## src/rtl/wb_arbiter.sv

```systemverilog
`default_nettype none
// +----------------------------------------------------------------------------+
// | wb_arbiter : register-file write-back arbiter; ALU writes win the slot,    |
// |              late loads queue in a FIFO and drain into free cycles.        |
// | Option     : WB_LD_BYPASS_EN lets a load skip an empty buffer.             |
// | Revision   : 1.0                                                           |
// +----------------------------------------------------------------------------+
module wb_arbiter #(
    parameter int DEPTH = 4
) (
    input  logic                     CLK,
    input  logic                     RST,
    input  logic                     ALU_VALID,
    input  logic [4:0]               ALU_RD,
    input  logic [31:0]              ALU_RES,
    input  logic                     LD_VALID,
    output logic                     LD_READY,
    input  logic [4:0]               LD_RD,
    input  logic [31:0]              LD_DATA,
    output logic [4:0]               A3,
    output logic [31:0]              WD3,
    output logic                     WE3,
    output logic                     BUSY,
    output logic [$clog2(DEPTH):0]   COUNT
);

    localparam int PW = $clog2(DEPTH);
    localparam int CW = PW + 1;
    localparam logic [CW-1:0] c_depth = CW'(DEPTH);

    logic [4:0]    r_rd   [DEPTH];
    logic [31:0]   r_data [DEPTH];
    logic          r_live [DEPTH];
    logic [PW-1:0] r_head;
    logic [PW-1:0] r_tail;
    logic [CW-1:0] r_count;
    logic          r_we3;
    logic [4:0]    r_a3;
    logic [31:0]   r_wd3;

    logic          w_alu_sel;
    logic          w_ld_acc;
    logic          w_empty;
    logic          w_bypass;
    logic          w_push;
    logic          w_push_live;
    logic          w_pop;

    assign LD_READY    = !RST && (r_count < c_depth);
    assign w_alu_sel   = ALU_VALID && (ALU_RD != 5'd0);
    assign w_ld_acc    = LD_VALID && LD_READY;
    assign w_empty     = (r_count == '0);

`ifdef WB_LD_BYPASS_EN
    assign w_bypass    = w_empty && !w_alu_sel && w_ld_acc && (LD_RD != 5'd0);
`else
    assign w_bypass    = 1'b0;
`endif

    assign w_push      = w_ld_acc && (LD_RD != 5'd0) && !w_bypass;
    // A same-cycle load is older than the selected ALU write, so it enters dead.
    assign w_push_live = !(w_alu_sel && (LD_RD == ALU_RD));
    assign w_pop       = !w_alu_sel && !w_empty;

    always_ff @(posedge CLK) begin
        if (RST) begin
            r_head  <= '0;
            r_tail  <= '0;
            r_count <= '0;
            r_we3   <= 1'b0;
            r_a3    <= 5'd0;
            r_wd3   <= 32'd0;
            for (int i = 0; i < DEPTH; i++) begin
                r_live[i] <= 1'b0;
            end
        end else begin
            for (int i = 0; i < DEPTH; i++) begin
                if (w_alu_sel && (r_rd[i] == ALU_RD)) begin
                    r_live[i] <= 1'b0;
                end
            end

            // The tail slot is free whenever a push happens, so this overrides any squash above.
            if (w_push) begin
                r_rd[r_tail]   <= LD_RD;
                r_data[r_tail] <= LD_DATA;
                r_live[r_tail] <= w_push_live;
                r_tail         <= r_tail + 1'b1;
            end

            if (w_pop) begin
                r_head <= r_head + 1'b1;
            end

            case ({w_push, w_pop})
                2'b10:   r_count <= r_count + 1'b1;
                2'b01:   r_count <= r_count - 1'b1;
                default: r_count <= r_count;
            endcase

            if (w_alu_sel) begin
                r_we3 <= 1'b1;
                r_a3  <= ALU_RD;
                r_wd3 <= ALU_RES;
            end else if (w_pop) begin
                r_we3 <= r_live[r_head];
                r_a3  <= r_rd[r_head];
                r_wd3 <= r_data[r_head];
            end else if (w_bypass) begin
                r_we3 <= 1'b1;
                r_a3  <= LD_RD;
                r_wd3 <= LD_DATA;
            end else begin
                r_we3 <= 1'b0;
            end
        end
    end

    assign WE3   = r_we3;
    assign A3    = r_a3;
    assign WD3   = r_wd3;
    assign COUNT = r_count;
    assign BUSY  = (r_count != '0);

endmodule
`default_nettype wire
```

## config.mk

```make
export PLATFORM = sky130hd
export DESIGN_NAME = wb_arbiter
export DESIGN_NICKNAME = d
export VERILOG_FILES = /design/src/rtl/wb_arbiter.sv
export SDC_FILE = /design/constraint.sdc
export NUM_CORES = 1
export LEC_CHECK = 0
export CAP_MARGIN = 20
export CORE_MARGIN = 1
export CORE_UTILIZATION = 54
export CTS_CLUSTER_DIAMETER = 80
export DETAILED_ROUTE_END_ITERATION = 8
export HOLD_SLACK_MARGIN = 0.1
export PLACE_DENSITY_LB_ADDON = 0.1
export SYNTH_ARGS = -nofsm -noshare
export SYNTH_HDL_FRONTEND = slang
export SYNTH_SLANG_ARGS = --single-unit
```

## constraint.sdc

```tcl
create_clock -name CLK -period 3.13 [get_ports CLK]
set_input_delay 0.313 -clock CLK [delete_from_list [all_inputs] [get_ports CLK]]
set_output_delay 0.313 -clock CLK [all_outputs]
set_load 0.02 [all_outputs]
```

**Port wiring**

(4 px per µm)
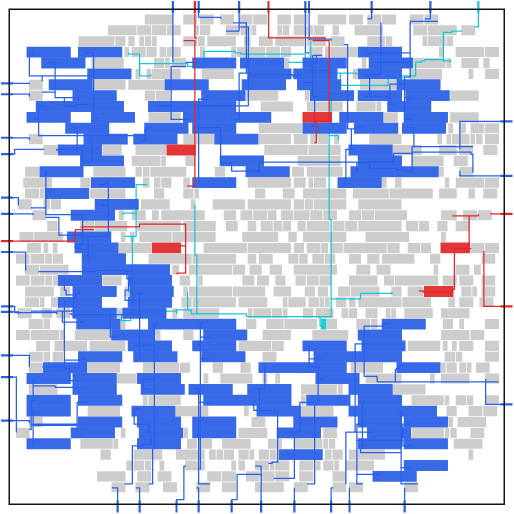
[`A3`] red | bits: 5 | direction: output | edge: 2 top, 2 right, 1 left | end cells: 5 | buffers: 5 | wire: 228 µm
[`LD_DATA`] blue | bits: 32 | direction: input | edge: 12 left, 10 bottom, 7 top, 3 right | end cells: 128 | buffers: 32 | wire: 1,600 µm
[`BUSY`] cyan | bits: 1 | direction: output | edge: top | end cells: 1 | buffers: 1 | wire: 360 µm

**Routed clock nets over the placement**

(4 px per µm)
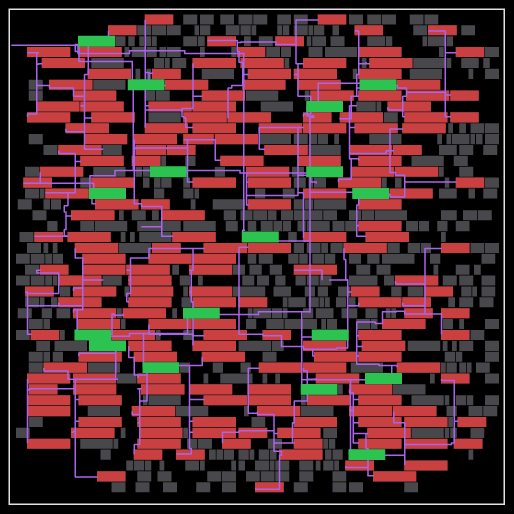
[flip-flops] red | count: 199
[clock-net drivers] green | count: 17
[clock wires] purple | length: 1,900 µm
routed clock nets: 18

**Metal 3**

(3 px per µm)
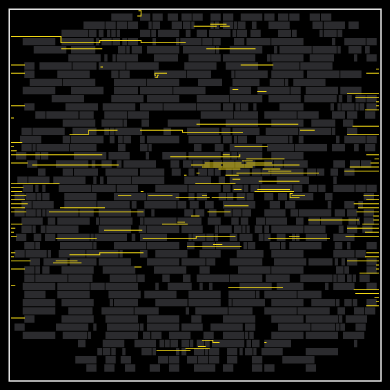
nets with wire on the layer: 111
share of all routed wire: 6.5%
longest straight run: 33.6 µm
main direction: horizontal

**Placed cells, one colour a class**

(2 px per µm)
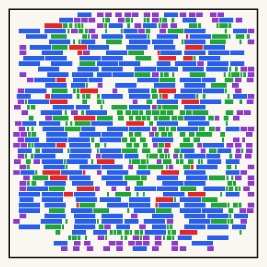
[remaining logic cells] green | cells: 267 | share of their area: 23%
[registers] blue | cells: 199 | share of their area: 57%
[remaining buffers and delay cells] purple | cells: 142 | share of their area: 14%
[clock drivers and dummy loads] red | cells: 32 | share of their area: 5.8%

==> notes.md <==
yosys + openroad results -> Vias/cell approximately 5.8, crit start category flip-flop, share of cells above drive strength 1 16.72%, Net Sw Power 2.160 mW, syn avg cell area 15.89 µm², GRT Resource Usage Total 24.39%, non-clk buf share approximately 14%, GR Layer Usage met3 approximately 5.4%, outcome finished clean, Hold Crit Class in -> reg, Int Power 5.126 mW, metal1 wirelength 7.379 mm, largest class registers, Synth warnings 0, Area after DPL roughly 9400 µm², Final ANT Viol Nets 0, DR vias 4,775, overall power 7.286 mW, Synth Instances 501, Hold Buf Count CTS 0, combinational power share 27.5%, DRC 0, Lkg Pwr approximately 3.3 nW, Mux area share 11.29%, Flop pwr share 44.2%, Critical Path AT approximately 2.1 ns, clock power share 28.3%, asr flop ratio synth 0%, met2 Resource Use GR just under 40%, syn_nets 585, Hold Startpoint ALU_RES[0], # nets final between 700 and 800, Tapcells 184, PwrDens 732.4 nW/µm², DR top layer met4, Final Hold Violation Tally 0, Setup Slack @ Placement 0.3154 ns, GR Util met1 between 30% and 40%, critical path data required time 2.82 ns, actual slew at the worst max-slew pin 0.7821 ns, ao+oa area frac between 7 and 8%, critical path class reg -> out, Clock transition at path regs ~0.060 ns, FP Core Util about 55%, Post-synth EDFFs 152, RR Startpoint COUNT[2]$_SDFFE_PP0P_, Num Clock Sinks 199, clock buffers 25, Worst Setup EP BUSY, port buffer count 120, final core utilization around 69%
-- sequential cells by signal, summed over array words and instances (netlist names), named ones only --
name and cells:
r_rd 20, COUNT 3, r_data 128, A3 5
WD3 32, r_live 4, WE3 1, r_head 2
r_tail 2
-- layout by cell type, fill, tap and decap left out, types with 4 or more instances in the layout --
cell and instances:
edfxtp_1 152, nand2_1 36, mux4_2 38, nor2_1 43, a211oi_1 29, inv_1 4, xor2_1 15, xnor2_1 13
dfxtp_1 45, clkdlybuf4s50_1 119, a211oi_2 6, ha_1 5, a21oi_1 40, clkbuf_1 4, buf_4 22, clkbuf_16 17
nor4_1 5, nor2b_1 4, clkbuf_8 4, and2_2 4, a311o_1 4
Power and IR drop assume default switching activity.
